**Run 1: floorplan with the power grid**

Pins as bars on the die edge. Tap cells in gray.
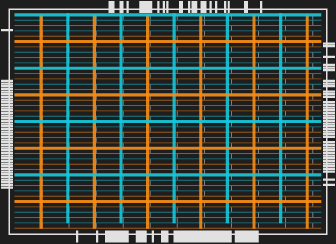
**Run 1: cell classes on the final placement**

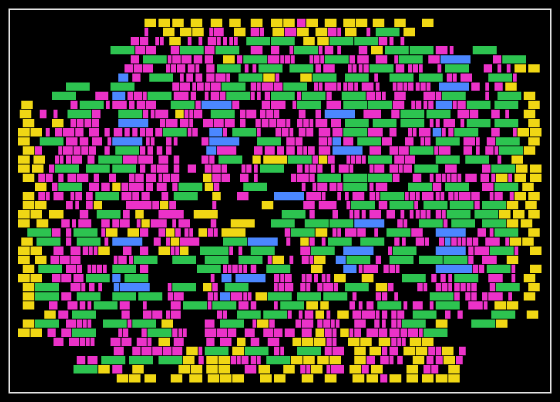
**Run 1: clock distribution**

Scale bar: 50 um.
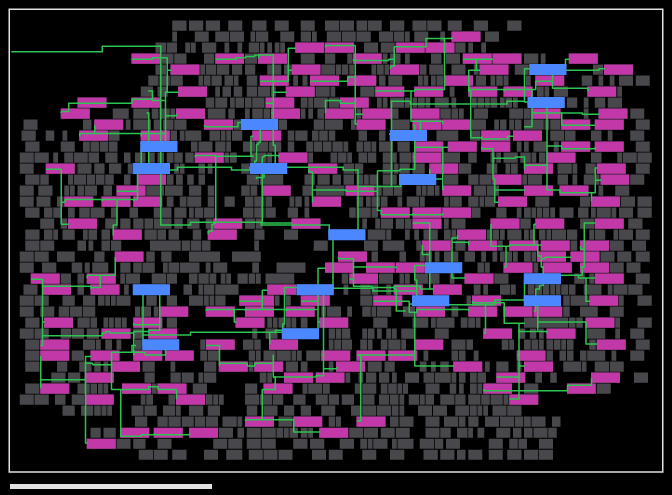
**Run 1: wiring by layer**

Scale bar: 50 um.
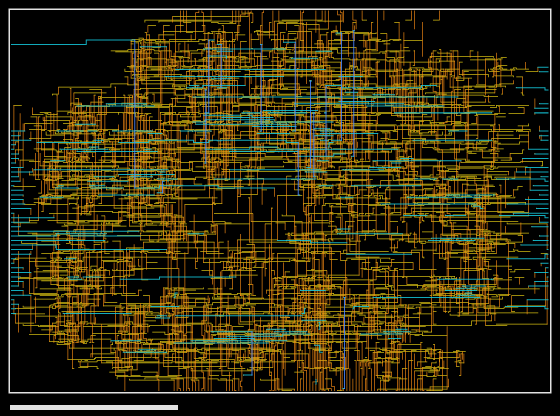
--- src/rtl/instr_encoder_pkg.sv ---
// Shared types for the RV32I instruction encoder: opcodes, FSM states, NOP word.
package instr_encoder_pkg;

   typedef enum logic [6:0] {
      R_type      = 7'b0110011,
      I_type_load = 7'b0000011,
      I_type_arth = 7'b0010011,
      S_type      = 7'b0100011,
      SB_type     = 7'b1100011
   } opcode_t;

   typedef enum logic [1:0] {
      ST_IDLE  = 2'd0,
      ST_RUN   = 2'd1,
      ST_DRAIN = 2'd2
   } enc_state_t;

   localparam logic [31:0] NOP_INSTR = 32'h00000013;

endpackage

--- src/rtl/instr_field_packer.sv ---
// Combinational RV32I field packer with immediate range check; unknown formats
// collapse to a flagged NOP.
module instr_field_packer
   import instr_encoder_pkg::*;
#(
   parameter int ARCH_REG_NUM_WIDTH = 5,
   parameter int IMM_WIDTH          = 32
) (
   input  opcode_t                       i_fmt,
   input  logic [ARCH_REG_NUM_WIDTH-1:0] i_rd,
   input  logic [ARCH_REG_NUM_WIDTH-1:0] i_rs1,
   input  logic [ARCH_REG_NUM_WIDTH-1:0] i_rs2,
   input  logic [2:0]                    i_funct3,
   input  logic [6:0]                    i_funct7,
   input  logic [IMM_WIDTH-1:0]          i_imm,
   output logic [31:0]                   o_instr,
   output logic                          o_imm_err
);

   logic [4:0] w_rd, w_rs1, w_rs2;
   logic       w_i_ok, w_b_ok;

   assign w_rd  = i_rd[4:0];
   assign w_rs1 = i_rs1[4:0];
   assign w_rs2 = i_rs2[4:0];

   // A value fits in N signed bits when every bit from N-1 upward agrees.
   assign w_i_ok = (&i_imm[IMM_WIDTH-1:11]) | ~(|i_imm[IMM_WIDTH-1:11]);
   assign w_b_ok = ((&i_imm[IMM_WIDTH-1:12]) | ~(|i_imm[IMM_WIDTH-1:12])) & ~i_imm[0];

   always_comb begin
      o_instr   = NOP_INSTR;
      o_imm_err = 1'b0;
      case (i_fmt)
         R_type: begin
            o_instr = {i_funct7, w_rs2, w_rs1, i_funct3, w_rd, R_type};
         end
         I_type_load, I_type_arth: begin
            o_instr   = {i_imm[11:0], w_rs1, i_funct3, w_rd, i_fmt};
            o_imm_err = ~w_i_ok;
         end
         S_type: begin
            o_instr   = {i_imm[11:5], w_rs2, w_rs1, i_funct3, i_imm[4:0], S_type};
            o_imm_err = ~w_i_ok;
         end
         SB_type: begin
            o_instr   = {i_imm[12], i_imm[10:5], w_rs2, w_rs1, i_funct3,
                         i_imm[4:1], i_imm[11], SB_type};
            o_imm_err = ~w_b_ok;
         end
         default: begin
            o_instr   = NOP_INSTR;
            o_imm_err = 1'b1;
         end
      endcase
   end

endmodule

--- src/rtl/instr_encoder.sv ---
// Streams a bounded program of encoded RV32I words with sequential byte
// addresses; 1-cycle latency through a 2-entry (head + skid) output buffer.
module instr_encoder
   import instr_encoder_pkg::*;
#(
   parameter int ARCH_REG_NUM_WIDTH = 5,
   parameter int IMM_WIDTH          = 32,
   parameter int ADDR_WIDTH         = 32,
   parameter int CNT_WIDTH          = 16
) (
   input  logic                          clk,
   input  logic                          reset,
   input  logic                          start,
   input  logic [ADDR_WIDTH-1:0]         base_addr,
   input  logic [CNT_WIDTH-1:0]          prog_len,
   input  logic                          in_valid,
   output logic                          in_ready,
   input  opcode_t                       in_fmt,
   input  logic [ARCH_REG_NUM_WIDTH-1:0] in_rd,
   input  logic [ARCH_REG_NUM_WIDTH-1:0] in_rs1,
   input  logic [ARCH_REG_NUM_WIDTH-1:0] in_rs2,
   input  logic [2:0]                    in_funct3,
   input  logic [6:0]                    in_funct7,
   input  logic [IMM_WIDTH-1:0]          in_imm,
   output logic                          out_valid,
   input  logic                          out_ready,
   output logic [31:0]                   out_instr,
   output logic [ADDR_WIDTH-1:0]         out_addr,
   output logic                          out_imm_err,
   output logic                          done
);

   enc_state_t            r_state, w_state_nxt;
   logic [CNT_WIDTH-1:0]  r_remain;
   logic [ADDR_WIDTH-1:0] r_addr;

   // Head entry drives the outputs directly; the skid entry backs it up.
   logic                  r_out_valid, r_out_err;
   logic [31:0]           r_out_instr;
   logic [ADDR_WIDTH-1:0] r_out_addr;
   logic                  r_sk_valid, r_sk_err;
   logic [31:0]           r_sk_instr;
   logic [ADDR_WIDTH-1:0] r_sk_addr;
   logic                  r_done;

   logic [31:0] w_instr;
   logic        w_err;
   logic        w_push, w_pop, w_full;
   logic        w_in_ready, w_done_nxt, w_load;

   instr_field_packer #(
      .ARCH_REG_NUM_WIDTH (ARCH_REG_NUM_WIDTH),
      .IMM_WIDTH          (IMM_WIDTH)
   ) u_packer (
      .i_fmt     (in_fmt),
      .i_rd      (in_rd),
      .i_rs1     (in_rs1),
      .i_rs2     (in_rs2),
      .i_funct3  (in_funct3),
      .i_funct7  (in_funct7),
      .i_imm     (in_imm),
      .o_instr   (w_instr),
      .o_imm_err (w_err)
   );

   assign w_full = r_out_valid & r_sk_valid;
   assign w_pop  = r_out_valid & out_ready;
   assign w_push = in_valid & w_in_ready;

   always_ff @(posedge clk) begin
      if (reset) r_state <= ST_IDLE;
      else       r_state <= w_state_nxt;
   end

   always_comb begin
      w_state_nxt = r_state;
      w_in_ready  = 1'b0;
      w_done_nxt  = 1'b0;
      w_load      = 1'b0;
      case (r_state)
         ST_IDLE: begin
            if (start) begin
               w_load = 1'b1;
               if (prog_len != '0) w_state_nxt = ST_RUN;
               else                w_done_nxt  = 1'b1;
            end
         end
         ST_RUN: begin
            w_in_ready = ~w_full & (r_remain != '0);
            if ((r_remain == '0) || (w_push && (r_remain == CNT_WIDTH'(1))))
               w_state_nxt = ST_DRAIN;
         end
         ST_DRAIN: begin
            // Empty once the skid is unused and the head leaves (or is absent).
            if (~r_sk_valid && (~r_out_valid || w_pop)) begin
               w_done_nxt  = 1'b1;
               w_state_nxt = ST_IDLE;
            end
         end
         default: w_state_nxt = ST_IDLE;
      endcase
   end

   always_ff @(posedge clk) begin
      if (reset) begin
         r_remain <= '0;
         r_addr   <= '0;
         r_done   <= 1'b0;
      end else begin
         r_done <= w_done_nxt;
         if (w_load) begin
            r_remain <= prog_len;
            r_addr   <= base_addr;
         end else if (w_push) begin
            r_remain <= r_remain - CNT_WIDTH'(1);
            r_addr   <= r_addr + ADDR_WIDTH'(4);
         end
      end
   end

   always_ff @(posedge clk) begin
      if (reset) begin
         r_out_valid <= 1'b0;
         r_out_instr <= '0;
         r_out_addr  <= '0;
         r_out_err   <= 1'b0;
         r_sk_valid  <= 1'b0;
         r_sk_instr  <= '0;
         r_sk_addr   <= '0;
         r_sk_err    <= 1'b0;
      end else if (w_pop || ~r_out_valid) begin
         if (r_sk_valid) begin
            r_out_valid <= 1'b1;
            r_out_instr <= r_sk_instr;
            r_out_addr  <= r_sk_addr;
            r_out_err   <= r_sk_err;
            r_sk_valid  <= w_push;
            if (w_push) begin
               r_sk_instr <= w_instr;
               r_sk_addr  <= r_addr;
               r_sk_err   <= w_err;
            end
         end else begin
            r_out_valid <= w_push;
            if (w_push) begin
               r_out_instr <= w_instr;
               r_out_addr  <= r_addr;
               r_out_err   <= w_err;
            end
         end
      end else if (w_push) begin
         r_sk_valid <= 1'b1;
         r_sk_instr <= w_instr;
         r_sk_addr  <= r_addr;
         r_sk_err   <= w_err;
      end
   end

   assign in_ready    = w_in_ready;
   assign out_valid   = r_out_valid;
   assign out_instr   = r_out_instr;
   assign out_addr    = r_out_addr;
   assign out_imm_err = r_out_err;
   assign done        = r_done;

endmodule

--- config.mk ---
export PLATFORM = sky130hd
export DESIGN_NAME = instr_encoder
export DESIGN_NICKNAME = d
export VERILOG_FILES = /design/src/rtl/instr_encoder_pkg.sv /design/src/rtl/instr_field_packer.sv /design/src/rtl/instr_encoder.sv
export SDC_FILE = /design/constraint.sdc
export NUM_CORES = 1
export LEC_CHECK = 0
export CORE_ASPECT_RATIO = 0.7
export CORE_MARGIN = 2
export CORE_UTILIZATION = 50
export CTS_CLUSTER_DIAMETER = 100
export DETAILED_ROUTE_END_ITERATION = 7
export GPL_ROUTABILITY_DRIVEN = 0
export HOLD_SLACK_MARGIN = 0.05
export MAX_ROUTING_LAYER = met4
export PLACE_DENSITY = 0.85
export SKIP_LAST_GASP = 1
export SYNTH_ARGS = -nofsm -noshare
export SYNTH_HDL_FRONTEND = slang
export SYNTH_SLANG_ARGS = --single-unit
--- constraint.sdc ---
create_clock -name clk -period 3.9 [get_ports clk]
set_input_delay 1.17 -clock clk [delete_from_list [all_inputs] [get_ports clk]]
set_output_delay 1.17 -clock clk [all_outputs]
set_load 0.01 [all_outputs]
==> out/qor.yml, run 1 <==
drt_wl_total_mm: 24.9
synth_xor_xnor_area_share_pct: 0.101
pg_comb_w: 0.000808
comb_area_um2: 4590
cts_repair_resize_count: 2
fillCellCount: 1415
io_pins: 185
period_used_pct: 92.0
drive_gt1_share_pct: 7.77
dr_wl_met2_mm: 10.7
top_cell: "dfxtp_1"
synth-async-reset-ratio_pct: 0
ys_warn_count: 0
synthMuxAreaShare_pct: 4.20
synthTopCellsByCount: "dfxtp_1, nor2_1, nand2_1, a21oi_1, clkbuf_1"
synth-main-ff-cell: "dfxtp_1"
nWellTaps: 231
post_drt_wl_per_cell_um: 17.6
cts-root-buf: "clkbuf_16"
status: "complete, no violations"
drt_iter0_drc: 824
grt_overflow: 0
comb_cells: 751
grt_setup_unrepaired: "no"
vias_per_cell: 6.09
warnings: 28
clkLatencyLatePin_ns: 0.43
synthSimpleGateAreaFrac_pct: 24.3
clock-sinks: 183
synth_chip_area_um2: 8640
yosys.area_share.adder_pct: 0.579
syn-cell-area_um2: 8640
grt_pass1_vias: 7712
finalPower_w: 0.00460
cts_tree: "done"
antennaDiodeCount: 0
nets: 1292
clk_pin_slew_worst_paths_ns: 0.07
max_cap_viol_count: 0
cp-end-kind: "output pin"
comb_area_share_pct: 40.8
num_rows: 40
r2r-start: "r_sk_valid"
vias: 8624
syn_to_final_growth_pct: 30.2
final_cell_mix: "dfxtp_1, clkdlybuf4s50_1, nor2_1"
dp.cells: 1383
p_sw_w: 0.00132
dpl_cell_area_um2: 10700
r2r_cells: 6
seq_power_share_pct: 45.4
numSequentialCells: 183
aoi_share_pct: 23.6
path_depth: 6
dieWidth_um: 161
met3_usage_pct: 5.89
power_leader: "registers"
synthCells: 1034
min_from: "out_instr[24]"
ys_seq_share_pct: 42.4
pwr-share-comb_pct: 17.5
hold_buffers: 0
r2r_end: "r_sk_addr[14]"
leakagePower_nw: 3.64
grt_first_pass_wirelength_mm: 39.6
power_density_nw_per_um2: 409
netlist.area_leader.share_pct: 42.4
ys_types: 69
top_cells_by_area: "dfxtp_1, nor2_1, nand2_1"
firstDrtPassIters: 6
fp_util_pct: 50.8
grtUsageMet2_pct: 39.1
final-clk-cell-share_pct: 5.15
rrSetupSlack_ns: 1.05
hold_slack_ns: 0.455
grt-busiest-layer: "met1"
criticalPathCategory: "reg -> out"
cp.required_ns: 2.73
ir_drop_v: 0.000215
holdCritPathClass: "reg -> reg"
critPathSlowestCell: "or4b_4"
relSlewSlack_pct: 34.0
inverters: 7
signal_buffers: 211
route.detailed.drc: 0
ys_ff: 183
edf_count: 0
cpPeakStageDelay_ns: 0.49
largest_class: "multi-input combinational cells"
crit_chain: "inv_2 > ha_1 > or4b_4 > or4_1 > and3_1 > dlymetal6s2s_1"
cp.arrival_ns: 2.42
fin_crit_ns: 3.59
wl_met1_mm: 11.4
p_clk_w: 0.00170
setup_tns_ns: 0
final-setup-viol-count: 0
hold_depth: 2
antenna_found_initial: 0
Notes on 'floorplan with the power grid' above:
Key: VSS = orange; VDD = cyan
The core has 40 rows. 231 tap cells. 185 signal pins sit on the boundary. 11 straps on met4.

Notes on 'cell classes on the final placement' above:
Key: combinational and other logic = magenta [cells 758]; other buffers and delay cells = yellow [cells 211]; flops = green [cells 183]; clock drivers and dummy loads = blue [cells 32]
core footprint: 17000 um^2
Seq/total area: 32.6%

Notes on 'clock distribution' above:
Key: clock wires = green [length 2110 um]; flip-flops = magenta [count 183]; clock drivers = blue [count 17]
Position of the flops: spread over the die. There are 18 routed clock nets.

Notes on 'wiring by layer' above:
Key: metal 3 = cyan [wire length 2410 um]; metal 1 = yellow [wire length 11400 um]; metal 4 = blue [wire length 348 um]; metal 2 = orange [wire length 10700 um]

--- run 2 (diff from run 1) ---
- CORE_UTILIZATION: 50 -> 51
- PLACE_DENSITY: 0.85 -> 0.86
**Run 2: wiring by layer**

Scale bar: 50 um.
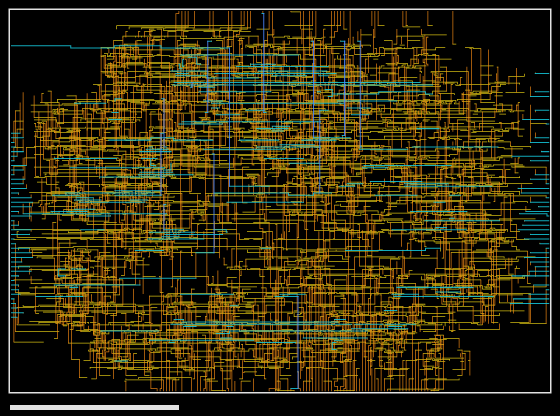
Key: metal 4 = blue [wire length 301 um]; metal 1 = yellow [wire length 11500 um]; metal 2 = orange [wire length 10600 um]; metal 3 = cyan [wire length 2300 um]

**Run 2: cell classes on the final placement**

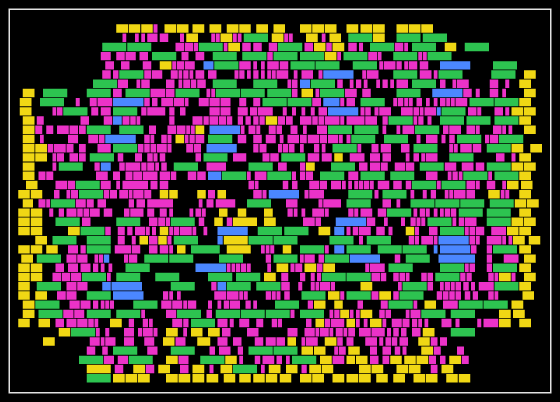
Key: other buffers and delay cells = yellow [cells 212]; flops = green [cells 183]; clock drivers and dummy loads = blue [cells 32]; combinational and other logic = magenta [cells 758]
# rows: 39
Final Core Density: 68.3%
fin area: 11200 um^2
Seq/total area: 32.6%
core footprint: 16400 um^2

==> out/qor.yml, run 2 <==
wl_met1_mm: 11.5  # +0.46%
inverters: 7  # unchanged
nWellTaps: 225  # -2.6%
cts_repair_resize_count: 3  # +1
grt_setup_unrepaired: "no"
antenna_found_initial: 0  # unchanged
post_drt_wl_per_cell_um: 17.5  # -0.16%
p_sw_w: 0.00128  # -3.0%
firstDrtPassIters: 6  # unchanged
rrSetupSlack_ns: 1.00  # -0.05 ns
signal_buffers: 212  # +0.47%
fin_crit_ns: 3.77  # +0.185 ns
hold_depth: 2  # unchanged
grt-busiest-layer: "met2"
io_pins: 185  # unchanged
comb_area_um2: 4590  # about the same
drt_iter0_drc: 874  # +6.1%
ys_warn_count: 0  # unchanged
synthSimpleGateAreaFrac_pct: 24.3  # unchanged
clk_pin_slew_worst_paths_ns: 0.07  # about the same
ys_ff: 183  # unchanged
finalPower_w: 0.00456  # -1.0%
antennaDiodeCount: 0  # unchanged
largest_class: "multi-input combinational cells"
synthCells: 1034  # unchanged
relSlewSlack_pct: 34.9  # +0.99 points
vias: 8589  # -0.41%
dpl_cell_area_um2: 10700  # unchanged
aoi_share_pct: 23.6  # unchanged
max_cap_viol_count: 0  # unchanged
netlist.area_leader.share_pct: 42.4  # unchanged
drt_wl_total_mm: 24.7  # -0.51%
power_density_nw_per_um2: 406  # -0.86%
status: "complete, no violations"
r2r-start: "r_addr[6]"
grt_first_pass_wirelength_mm: 39.7  # +0.28%
ys_seq_share_pct: 42.4  # unchanged
critPathSlowestCell: "or4b_4"
drive_gt1_share_pct: 7.59  # -0.18 points
fp_util_pct: 52.6  # +1.8 points
edf_count: 0  # unchanged
comb_area_share_pct: 40.9  # +0.082 points
leakagePower_nw: 3.62  # -0.42%
warnings: 28  # unchanged
synth_xor_xnor_area_share_pct: 0.101  # unchanged
grt_overflow: 0  # unchanged
final-setup-viol-count: 0  # unchanged
synthMuxAreaShare_pct: 4.20  # unchanged
cp.arrival_ns: 2.60  # +0.18 ns
cp-end-kind: "output pin"
clkLatencyLatePin_ns: 0.43  # about the same
comb_cells: 751  # unchanged
numSequentialCells: 183  # unchanged
syn_to_final_growth_pct: 30.0
pg_comb_w: 0.000807  # about the same
top_cell: "dfxtp_1"
top_cells_by_area: "dfxtp_1, nor2_1, nand2_1"
power_leader: "registers"
fillCellCount: 1356  # -4.2%
r2r_end: "r_addr[28]"
cp.required_ns: 2.73  # about the same
vias_per_cell: 6.09  # about the same
seq_power_share_pct: 45.9  # +0.5 points
setup_tns_ns: 0  # unchanged
dr_wl_met2_mm: 10.6  # -0.26%
final-clk-cell-share_pct: 5.02  # -0.13 points
syn-cell-area_um2: 8640  # unchanged
nets: 1293  # +0.077%
p_clk_w: 0.00166  # -2%
yosys.area_share.adder_pct: 0.579  # unchanged
r2r_cells: 5  # -1
dieWidth_um: 160  # -0.96%
pwr-share-comb_pct: 17.7  # +0.2 points
path_depth: 6  # unchanged
final_cell_mix: "dfxtp_1, clkdlybuf4s50_1, nor2_1"
**Run 2: clock distribution**

Scale bar: 50 um.
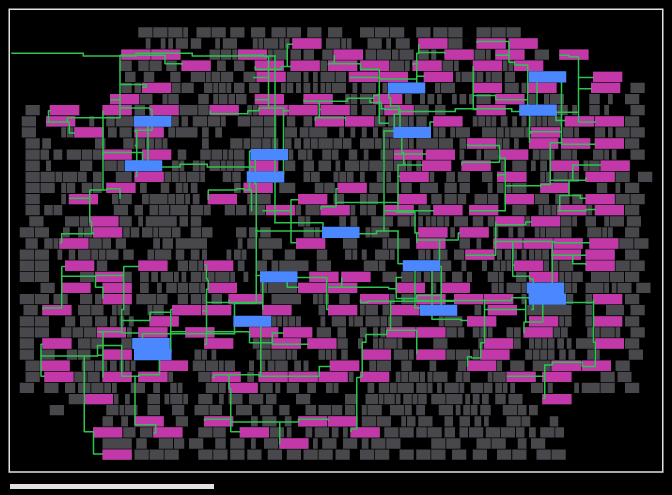
Key: clock wires = green [length 2020 um]; clock drivers = blue [count 17]; flip-flops = magenta [count 183]
Position of the flops: spread over the die. There are 18 routed clock nets.

Power figures rest on the tool's default switching activity, not on a simulated workload.
